`src/rtl/axi4_arbiter_rd_pkg.sv`:
```
// rtl/axi4_arbiter_rd_pkg.sv - shared AXI4 fabric widths, response codes and arbiter state encodings
package axi4_arbiter_rd_pkg;

    localparam int unsigned LEN_W   = 8;
    localparam int unsigned SIZE_W  = 3;
    localparam int unsigned BURST_W = 2;
    localparam int unsigned PROT_W  = 3;
    localparam int unsigned RESP_W  = 2;

    typedef enum logic [RESP_W-1:0] {
        RESP_OKAY   = 2'b00,
        RESP_EXOKAY = 2'b01,
        RESP_SLVERR = 2'b10,
        RESP_DECERR = 2'b11
    } axi_resp_e;

    // Shared with the write arbiter so both directions decode identically in waveforms.
    typedef enum logic [1:0] {
        ST_IDLE = 2'd0,
        ST_ADDR = 2'd1,
        ST_DATA = 2'd2
    } arb_state_e;

endpackage

```
`src/rtl/axi4_arbiter_rd_if.sv`:
```
// rtl/axi4_arbiter_rd_if.sv - AXI4 read port bundle (AR + R channels)
interface axi4_arbiter_rd_if
    import axi4_arbiter_rd_pkg::*;
#(
    parameter int unsigned AW = 32,
    parameter int unsigned DW = 64,
    parameter int unsigned IW = 4
);
    logic               arvalid;
    logic               arready;
    logic [AW-1:0]      araddr;
    logic [IW-1:0]      arid;
    logic [LEN_W-1:0]   arlen;
    logic [SIZE_W-1:0]  arsize;
    logic [BURST_W-1:0] arburst;
    logic [PROT_W-1:0]  arprot;
    logic               rvalid;
    logic               rready;
    logic [DW-1:0]      rdata;
    logic [IW-1:0]      rid;
    logic [RESP_W-1:0]  rresp;
    logic               rlast;

    modport master (
        output arvalid, araddr, arid, arlen, arsize, arburst, arprot, rready,
        input  arready, rvalid, rdata, rid, rresp, rlast
    );

    modport slave (
        input  arvalid, araddr, arid, arlen, arsize, arburst, arprot, rready,
        output arready, rvalid, rdata, rid, rresp, rlast
    );
endinterface

```
`src/rtl/axi4_rr_pick2.sv`:
```
// rtl/axi4_rr_pick2.sv - two-way round-robin picker, one-hot grant, combinational
module axi4_rr_pick2 (
    input  logic [1:0] req_i,
    input  logic       prio_i,
    output logic [1:0] gnt_o
);
    always_comb begin
        gnt_o = req_i;
        if (&req_i) begin
            gnt_o = prio_i ? 2'b10 : 2'b01;
        end
    end
endmodule

```
`src/rtl/axi4_arbiter_rd.sv`:
```
// rtl/axi4_arbiter_rd.sv - shares one AXI4 read master between two requesters, bus locked per burst
module axi4_arbiter_rd
    import axi4_arbiter_rd_pkg::*;
(
    input  logic              clk,
    input  logic              rst,
    axi4_arbiter_rd_if.slave  s0,
    axi4_arbiter_rd_if.slave  s1,
    axi4_arbiter_rd_if.master m,
    output logic [1:0]        m_rgrnt_o
);
    arb_state_e state_q;
    logic [1:0] gnt_q;
    logic       prio_q;
    logic [1:0] pick;
    logic       sel_s1;
    logic       in_addr;
    logic       in_data;
    logic       ar_hs;
    logic       r_last_hs;

    axi4_rr_pick2 u_pick (
        .req_i  ({s1.arvalid, s0.arvalid}),
        .prio_i (prio_q),
        .gnt_o  (pick)
    );

    assign sel_s1    = gnt_q[1];
    assign in_addr   = (state_q == ST_ADDR);
    assign in_data   = (state_q == ST_DATA);
    assign ar_hs     = m.arvalid & m.arready;
    assign r_last_hs = m.rvalid & m.rready & m.rlast;

    always_ff @(posedge clk or posedge rst) begin
        if (rst) begin
            state_q <= ST_IDLE;
            gnt_q   <= 2'b00;
            prio_q  <= 1'b0;
        end else begin
            case (state_q)
                ST_IDLE: begin
                    if (|pick) begin
                        gnt_q   <= pick;
                        state_q <= ST_ADDR;
                    end
                end
                ST_ADDR: begin
                    if (ar_hs) begin
                        state_q <= ST_DATA;
                    end
                end
                ST_DATA: begin
                    // Priority moves only when a burst completes, towards the requester not just served.
                    if (r_last_hs) begin
                        state_q <= ST_IDLE;
                        gnt_q   <= 2'b00;
                        prio_q  <= gnt_q[0];
                    end
                end
                default: begin
                    state_q <= ST_IDLE;
                    gnt_q   <= 2'b00;
                end
            endcase
        end
    end

    assign m_rgrnt_o = gnt_q;

    assign m.arvalid = in_addr & (sel_s1 ? s1.arvalid : s0.arvalid);
    assign m.araddr  = sel_s1 ? s1.araddr  : s0.araddr;
    assign m.arid    = sel_s1 ? s1.arid    : s0.arid;
    assign m.arlen   = sel_s1 ? s1.arlen   : s0.arlen;
    assign m.arsize  = sel_s1 ? s1.arsize  : s0.arsize;
    assign m.arburst = sel_s1 ? s1.arburst : s0.arburst;
    assign m.arprot  = sel_s1 ? s1.arprot  : s0.arprot;
    assign m.rready  = in_data & (sel_s1 ? s1.rready : s0.rready);

    assign s0.arready = in_addr & gnt_q[0] & m.arready;
    assign s1.arready = in_addr & gnt_q[1] & m.arready;

    // R payload is broadcast; only the granted side ever sees RVALID.
    assign s0.rvalid = in_data & gnt_q[0] & m.rvalid;
    assign s1.rvalid = in_data & gnt_q[1] & m.rvalid;
    assign s0.rdata  = m.rdata;
    assign s1.rdata  = m.rdata;
    assign s0.rid    = m.rid;
    assign s1.rid    = m.rid;
    assign s0.rresp  = m.rresp;
    assign s1.rresp  = m.rresp;
    assign s0.rlast  = m.rlast;
    assign s1.rlast  = m.rlast;

    a_no_stray_rvalid : assert property (@(posedge clk) disable iff (rst)
        !(m.rvalid && (state_q != ST_DATA)))
        else $error("axi4_arbiter_rd: RVALID from slave with no burst in flight");

endmodule

```
`src/flat_wrapper.sv`:
```
// flat-port wrapper written by rule: the top's interface ports become plain ports
module axi4_arbiter_rd_flat import axi4_arbiter_rd_pkg::*;
  (clk, rst, m_rgrnt_o, s0_arvalid, s0_araddr, s0_arid, s0_arlen, s0_arsize, s0_arburst, s0_arprot, s0_rready, s0_arready, s0_rvalid, s0_rdata, s0_rid, s0_rresp, s0_rlast, s1_arvalid, s1_araddr, s1_arid, s1_arlen, s1_arsize, s1_arburst, s1_arprot, s1_rready, s1_arready, s1_rvalid, s1_rdata, s1_rid, s1_rresp, s1_rlast, m_arvalid, m_araddr, m_arid, m_arlen, m_arsize, m_arburst, m_arprot, m_rready, m_arready, m_rvalid, m_rdata, m_rid, m_rresp, m_rlast);
  axi4_arbiter_rd_if #(.AW(32), .DW(64), .IW(4)) s0_i ();
  axi4_arbiter_rd_if #(.AW(32), .DW(64), .IW(4)) s1_i ();
  axi4_arbiter_rd_if #(.AW(32), .DW(64), .IW(4)) m_i ();
  input  logic clk;
  input  logic rst;
  output logic [1:0] m_rgrnt_o;
  input wire logic [$bits(s0_i.arvalid)-1:0] s0_arvalid;
  input wire logic [$bits(s0_i.araddr)-1:0] s0_araddr;
  input wire logic [$bits(s0_i.arid)-1:0] s0_arid;
  input wire logic [$bits(s0_i.arlen)-1:0] s0_arlen;
  input wire logic [$bits(s0_i.arsize)-1:0] s0_arsize;
  input wire logic [$bits(s0_i.arburst)-1:0] s0_arburst;
  input wire logic [$bits(s0_i.arprot)-1:0] s0_arprot;
  input wire logic [$bits(s0_i.rready)-1:0] s0_rready;
  output wire logic [$bits(s0_i.arready)-1:0] s0_arready;
  output wire logic [$bits(s0_i.rvalid)-1:0] s0_rvalid;
  output wire logic [$bits(s0_i.rdata)-1:0] s0_rdata;
  output wire logic [$bits(s0_i.rid)-1:0] s0_rid;
  output wire logic [$bits(s0_i.rresp)-1:0] s0_rresp;
  output wire logic [$bits(s0_i.rlast)-1:0] s0_rlast;
  input wire logic [$bits(s1_i.arvalid)-1:0] s1_arvalid;
  input wire logic [$bits(s1_i.araddr)-1:0] s1_araddr;
  input wire logic [$bits(s1_i.arid)-1:0] s1_arid;
  input wire logic [$bits(s1_i.arlen)-1:0] s1_arlen;
  input wire logic [$bits(s1_i.arsize)-1:0] s1_arsize;
  input wire logic [$bits(s1_i.arburst)-1:0] s1_arburst;
  input wire logic [$bits(s1_i.arprot)-1:0] s1_arprot;
  input wire logic [$bits(s1_i.rready)-1:0] s1_rready;
  output wire logic [$bits(s1_i.arready)-1:0] s1_arready;
  output wire logic [$bits(s1_i.rvalid)-1:0] s1_rvalid;
  output wire logic [$bits(s1_i.rdata)-1:0] s1_rdata;
  output wire logic [$bits(s1_i.rid)-1:0] s1_rid;
  output wire logic [$bits(s1_i.rresp)-1:0] s1_rresp;
  output wire logic [$bits(s1_i.rlast)-1:0] s1_rlast;
  output wire logic [$bits(m_i.arvalid)-1:0] m_arvalid;
  output wire logic [$bits(m_i.araddr)-1:0] m_araddr;
  output wire logic [$bits(m_i.arid)-1:0] m_arid;
  output wire logic [$bits(m_i.arlen)-1:0] m_arlen;
  output wire logic [$bits(m_i.arsize)-1:0] m_arsize;
  output wire logic [$bits(m_i.arburst)-1:0] m_arburst;
  output wire logic [$bits(m_i.arprot)-1:0] m_arprot;
  output wire logic [$bits(m_i.rready)-1:0] m_rready;
  input wire logic [$bits(m_i.arready)-1:0] m_arready;
  input wire logic [$bits(m_i.rvalid)-1:0] m_rvalid;
  input wire logic [$bits(m_i.rdata)-1:0] m_rdata;
  input wire logic [$bits(m_i.rid)-1:0] m_rid;
  input wire logic [$bits(m_i.rresp)-1:0] m_rresp;
  input wire logic [$bits(m_i.rlast)-1:0] m_rlast;
  assign s0_i.arvalid = s0_arvalid;
  assign s0_i.araddr = s0_araddr;
  assign s0_i.arid = s0_arid;
  assign s0_i.arlen = s0_arlen;
  assign s0_i.arsize = s0_arsize;
  assign s0_i.arburst = s0_arburst;
  assign s0_i.arprot = s0_arprot;
  assign s0_i.rready = s0_rready;
  assign s0_arready = s0_i.arready;
  assign s0_rvalid = s0_i.rvalid;
  assign s0_rdata = s0_i.rdata;
  assign s0_rid = s0_i.rid;
  assign s0_rresp = s0_i.rresp;
  assign s0_rlast = s0_i.rlast;
  assign s1_i.arvalid = s1_arvalid;
  assign s1_i.araddr = s1_araddr;
  assign s1_i.arid = s1_arid;
  assign s1_i.arlen = s1_arlen;
  assign s1_i.arsize = s1_arsize;
  assign s1_i.arburst = s1_arburst;
  assign s1_i.arprot = s1_arprot;
  assign s1_i.rready = s1_rready;
  assign s1_arready = s1_i.arready;
  assign s1_rvalid = s1_i.rvalid;
  assign s1_rdata = s1_i.rdata;
  assign s1_rid = s1_i.rid;
  assign s1_rresp = s1_i.rresp;
  assign s1_rlast = s1_i.rlast;
  assign m_arvalid = m_i.arvalid;
  assign m_araddr = m_i.araddr;
  assign m_arid = m_i.arid;
  assign m_arlen = m_i.arlen;
  assign m_arsize = m_i.arsize;
  assign m_arburst = m_i.arburst;
  assign m_arprot = m_i.arprot;
  assign m_rready = m_i.rready;
  assign m_i.arready = m_arready;
  assign m_i.rvalid = m_rvalid;
  assign m_i.rdata = m_rdata;
  assign m_i.rid = m_rid;
  assign m_i.rresp = m_rresp;
  assign m_i.rlast = m_rlast;
  axi4_arbiter_rd u_core (.clk(clk), .rst(rst), .s0(s0_i), .s1(s1_i), .m(m_i), .m_rgrnt_o(m_rgrnt_o));
endmodule
```
`config.mk`:
```
export PLATFORM = sky130hd
export DESIGN_NAME = axi4_arbiter_rd_flat
export DESIGN_NICKNAME = d
export VERILOG_FILES = /design/src/rtl/axi4_arbiter_rd_pkg.sv /design/src/rtl/axi4_arbiter_rd_if.sv /design/src/rtl/axi4_rr_pick2.sv /design/src/rtl/axi4_arbiter_rd.sv /design/src/flat_wrapper.sv
export SDC_FILE = /design/constraint.sdc
export NUM_CORES = 1
export LEC_CHECK = 0
export CORE_AREA = 2 2 151 153
export DETAILED_ROUTE_END_ITERATION = 10
export DIE_AREA = 0 0 153 155
export GPL_TIMING_DRIVEN = 0
export PLACE_DENSITY = 0.54
export SLEW_MARGIN = 20
export SYNTH_ARGS = -nofsm -noshare
export SYNTH_HDL_FRONTEND = slang
export SYNTH_SLANG_ARGS = --single-unit
```
`constraint.sdc`:
```
create_clock -name clk -period 1.26 [get_ports clk]
set_input_delay 0.252 -clock clk [delete_from_list [all_inputs] [get_ports clk]]
set_output_delay 0.252 -clock clk [all_outputs]
set_load 0.02 [all_outputs]
```
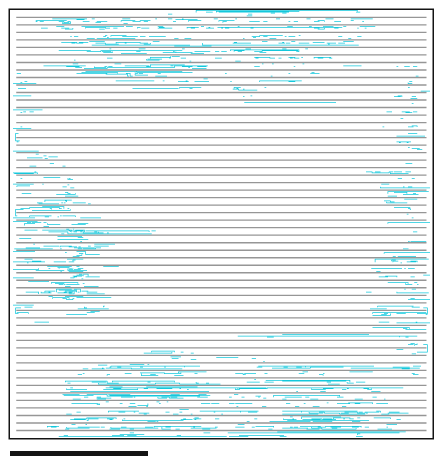
*M1 wires, run 1*
Bar = 50 um. Supply wires on this layer in gray.
longest straight run	64.9 um
share of all routed wire	39%
main direction	horizontal
nets with wire on the layer	609

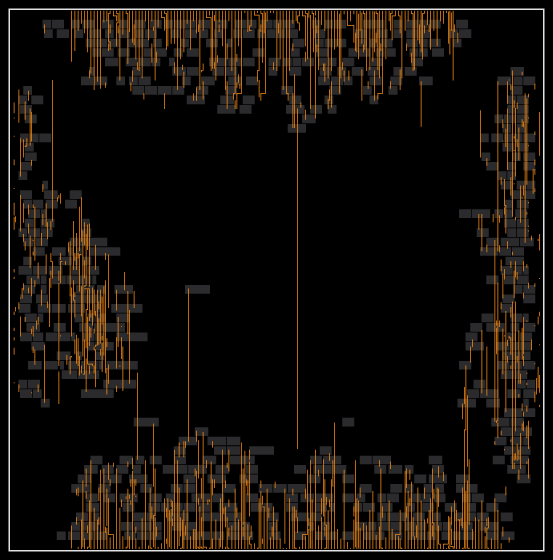
*Met2 routing, run 1*
wire length on this layer	5770 um
longest straight run	97.6 um
share of all routed wire	54%
nets with wire on the layer	640
main direction	vertical

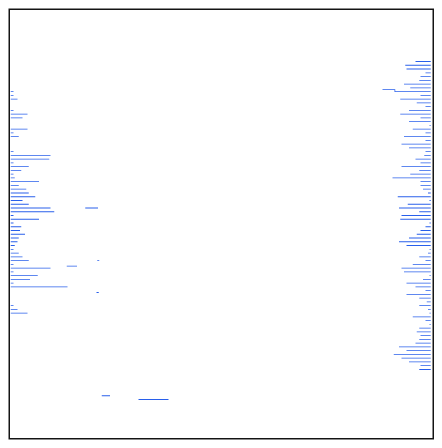
*Signal wires on met3, run 1*
main direction	horizontal
wire length on this layer	721 um
nets with wire on the layer	135

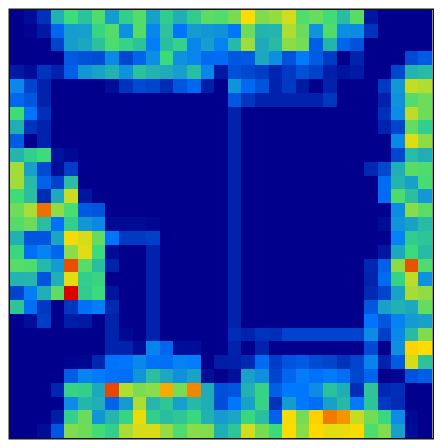
*Routed metal per tile, run 1*
31 x 31 tiles, from dark blue (low) to red (high), scaled to the fullest tile. Values are wire area over tile area, all layers added.
nearly empty tiles	45%
emptiest ninth of the die	middle
tiles over half the peak	12%
mean over tiles	0.071
fullest tile	0.40

==> impl_metrics.yaml, run 1 <==
# yosys + openroad results
global_route:
  grt_first_pass_wirelength_um: 14960
  use_met3_pct: 1.616
  grt_pass1_vias: 2535
  top_usage_layer: "met2"
  grt_util_met2_pct: 14.48
  overflow: 0
worst_setup_path:
  cp_max_fo: 10
  end_kind: "output pin"
  slowest_delay_ns: 0.43
  cp_top_family: "buffers and inverters"
  crit_required_ns: 1.01
  path_common_cell: "buf_12"
  setup.worst_path.class: "reg2out"
  rrSetupSlack_ns: -0.10
  cpMaxStageDelayCell: "dfrtp_2"
final_layout:
  nets: 748
  fin_util_pct: 26.59
  fillers: 2378
  drive_gt1_share_pct: 51.42
  syn_to_final_growth_pct: 189.8
power:
  p_int_w: 0.003514
  seqPwrFrac_pct: 6.1
  p_clk_share_pct: 9.0
  power_switching_w: 0.002401
  max-vdd-ir-drop_v: 0.0006073
  cellPowerDensity_mw_per_mm2: 1001
final_timing:
  finalHoldViolations: 0
  setup_viol: 59
  layout_setup_ws_ns: -0.4385
  layout_min_cycle_time_ns: 1.699
  fin_skew_ns: 0.0002724
  tns_ns: -22.19
  tightest_slew_ns: 0.2707
  holdWs_ns: 0.2345
synth:
  xor_area_share_pct: 0
  async_reset_ff_share_pct: 100.0
  synth_area_per_cell_sq_um: 8.569
  post-synth-top-count-cell: "buf_4"
  ys_cells: 238
  ff_type: "dfrtp_1"
  ys_chip_area_sq_mm: 0.002039
  simple_gate_area_share_pct: 4.908
  fp_nets: 421
  ys.flops: 5
  common_cells: "buf_4 (143), mux2_2 (52), dfrtp_1 (5)"
die:
  coreArea_sq_mm: 0.02223
  fp_util_pct: 9.175
  die_width_um: 153
outcome:
  violations: "setup timing"
  outcome: "finished with violations"
routing:
  firstDrtPassIters: 4
  num_vias: 2614
  detail-route-antenna-nets: 0
  routed_wl_um: 10710
  route.detailed.drc: 0
  drt_iter0_markers: 33
  viasPerCell: 3.079
cts:
  cts_tree: "built"
  worstSkewPairLatency_ns: 0.23
  cts_buffers: 3
  cts_hold_buf: 0
  htree_num_levels: 1
  clock_path_buffers: 2
hold_path:
  min_path_type: "in2async"
placement:
  gp_congestion: 0.7443
  dp_hpwl_um: 9548
run:
  warnings: 29
==> run 1: final timing paths <==
kind	endpoint	start	cells after the start
setup / recovery	m_araddr[10]	u_core.m_rgrnt_o[1]	4
hold / removal	u_core.prio_q	rst	2
setup reg to reg	u_core.prio_q	u_core.m_rgrnt_o[1]	4
hold reg to reg	u_core.prio_q	u_core.prio_q	1
max in group asynchronous	u_core.state_q[1]	rst	2
min in group clk	u_core.prio_q	u_core.prio_q	1
==> run 1: routing by layer <==
metal  share of wire, %  wire [um]  vias up
met2                 54       5772      139
met5                  0          0        -
met1                 39       4177     1176
met4               0.35         38        0
met3                6.7        720        5
li1                   -          -     1294
==> run 1: metrics by stage <==
step	instance area, sq um	setup slack [ns]
global route	5909	-0.4605
floorplan	2197	-0.1117
detailed placement	5697	-0.7564
CTS	5816	-0.4671
global placement	5697	-0.7485
finish	5909	-0.4385
==> run 1: repair_timing <==
action | in CTS | in global routing
endpoints found under the setup margin | 63 | 63
gates resized | 326 | 37
pin swaps | 4 | 2
setup buffers | 7 | 2
==> run 1: state kept, by name, indices dropped and copies added, names as in the netlist <==
name / cells
u_core.m_rgrnt_o: 2
u_core.prio_q: 1
u_core.state_q: 2
==> run 1: power groups by stage <==
stage | Sequential, W | Combinational [W] | Clock (W)
after floorplan | 0.000347 | 0.00265 | 0
after global placement | 0.000350 | 0.00468 | 0
after detailed placement | 0.000350 | 0.00469 | 0
after CTS | 0.000366 | 0.00492 | 0.000541
after global routing | 0.000375 | 0.00528 | 0.000550
final | 0.000363 | 0.00502 | 0.000530
==> run 1: final cells by class <==
cell class	instances	area (sq um)	share of cell area (%)
timing repair buffer	323	3166	53.57
buffer	147	1166	19.73
multi-input combinational	81	998.5	16.90
tap	285	356.6	6.034
sequential	5	128.9	2.181
clock buffer	4	78.83	1.334
inverter	4	15.01	0.2541
==> run 2: changes to the inputs <==
- HOLD_SLACK_MARGIN: default -> 0.15
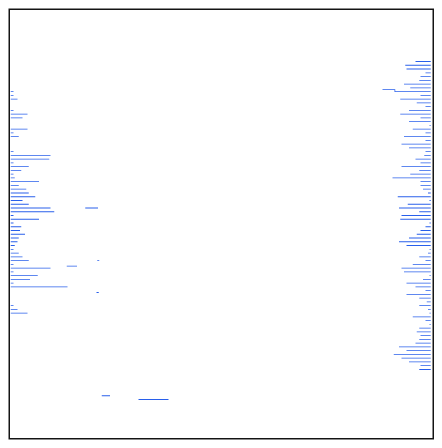
*Signal wires on met3, run 2*
main direction	horizontal
nets with wire on the layer	135
longest straight run	20.2 um
wire length on this layer	721 um
share of all routed wire	6.7%
total wire length: 10710 um
vias post-DR: 2614
met3 Use GR: 1.616%

==> impl_metrics.yaml, run 2 <==
# yosys + openroad results
placement:
  gp_congestion: 0.7443
  dp_hpwl_um: 9548
  post_dp_cell_area_sq_mm: 0.005697
  pre_cts_ws_ns: -0.7564
die:
  die_width_um: 153
  fp_util_pct: 9.175
  coreArea_sq_mm: 0.02223
routing:
  drt_iter0_markers: 33
  route.detailed.drc: 0
  viasPerCell: 3.079
  firstDrtPassIters: 4
worst_setup_path:
  setup.worst_path.class: "reg2out"
  cpMaxStageDelayCell: "dfrtp_2"
  slowest_delay_ns: 0.43
  end_kind: "output pin"
  cp_max_fo: 10
  rr_worst_depth: 4
  crit_required_ns: 1.01
  path_depth: 4
  cp_top_family: "buffers and inverters"
final_timing:
  layout_min_cycle_time_ns: 1.699
  finalHoldViolations: 0
  layout_setup_ws_ns: -0.4385
  tightest_slew_ns: 0.2707
  holdWs_ns: 0.2345
  setup_viol: 59
global_route:
  grt_first_pass_wirelength_um: 14960
  overflow: 0
synth:
  async_reset_ff_share_pct: 100.0
  ys_chip_area_sq_mm: 0.002039
  synth_area_per_cell_sq_um: 8.569
  ys.flops: 5
  common_cells: "buf_4 (143), mux2_2 (52), dfrtp_1 (5)"
  post-synth-top-count-cell: "buf_4"
power:
  cellPowerDensity_mw_per_mm2: 1001
  max-vdd-ir-drop_v: 0.0006073
outcome:
  outcome: "finished with violations"
  violations: "setup timing"
final_layout:
  fin_util_pct: 26.59
  drive_gt1_share_pct: 51.42
  syn_to_final_growth_pct: 189.8
  fin_area_sq_mm: 0.005909
cts:
  cts_hold_buf: 0
  cts_tree: "built"
  clock_path_buffers: 2
  cts_setup_buffers: 7
  htree_num_levels: 1
## run 2: cell families (layout without fill, tap and decap cells)
| group | after synthesis | after routing | synth area share [%] |
|---|---|---|---|
| muxes | 55 | 55 | 30.25 |
| buffers and inverters | 152 | 478 | 55.83 |
| AOI/OAI and AO/OA | 8 | 8 | 2.884 |
| and+or+nand+nor | 18 | 18 | 4.908 |
| DFF | 5 | 5 | 6.135 |
## run 2: final cells by class
class,count,area [sq um]
clock buffers,4,78.83
well taps,285,356.6
inverters,4,15.01
repair buffers,323,3166
flip-flops and latches,5,128.9
plain buffers,147,1166
multi-input cells,81,998.5
fillers,2378,16320
## run 2: where the power goes
group	switching [W]	internal (W)	total, W	leakage [nW]
registers	0.000121	0.000242	0.000363	0.0590
logic	0.00217	0.00285	0.00502	2.52
clock network	0.000110	0.000420	0.000530	0.0382
total	0.00240	0.00351	0.00591	2.62
## run 2: worst paths after layout
path	end	startpoint	slack, ns
min in group clk	u_core.prio_q	u_core.prio_q	0.53
max in group asynchronous	u_core.state_q[1]	rst	0.83
max reg2reg	u_core.prio_q	u_core.m_rgrnt_o[1]	-0.10
min reg2reg	u_core.prio_q	u_core.prio_q	0.53
min	u_core.prio_q	rst	0.23
max	m_araddr[10]	u_core.m_rgrnt_o[1]	-0.44
## run 2: metal layers
metal / vias to the layer above / GRT usage (%) / routed length, um
li1: 1294 / - / -
met1: 1176 / 9.981 / 4177
met2: 139 / 14.48 / 5772
met3: 5 / 1.616 / 720
met4: 0 / 0.9259 / 38
met5: - / 0 / 0
## run 2: worst reg2reg max path: cells and delay by family, from the launching register on
| family | cells | cell delay [ns] |
|---|---|---|
| flops | 1 | 0.43 |
| mux | 2 | 0.50 |
| buf+inv | 1 | 0.16 |
| simple gates | 1 | 0.15 |
No activity file was given, so power comes from the tool's default toggle rates.
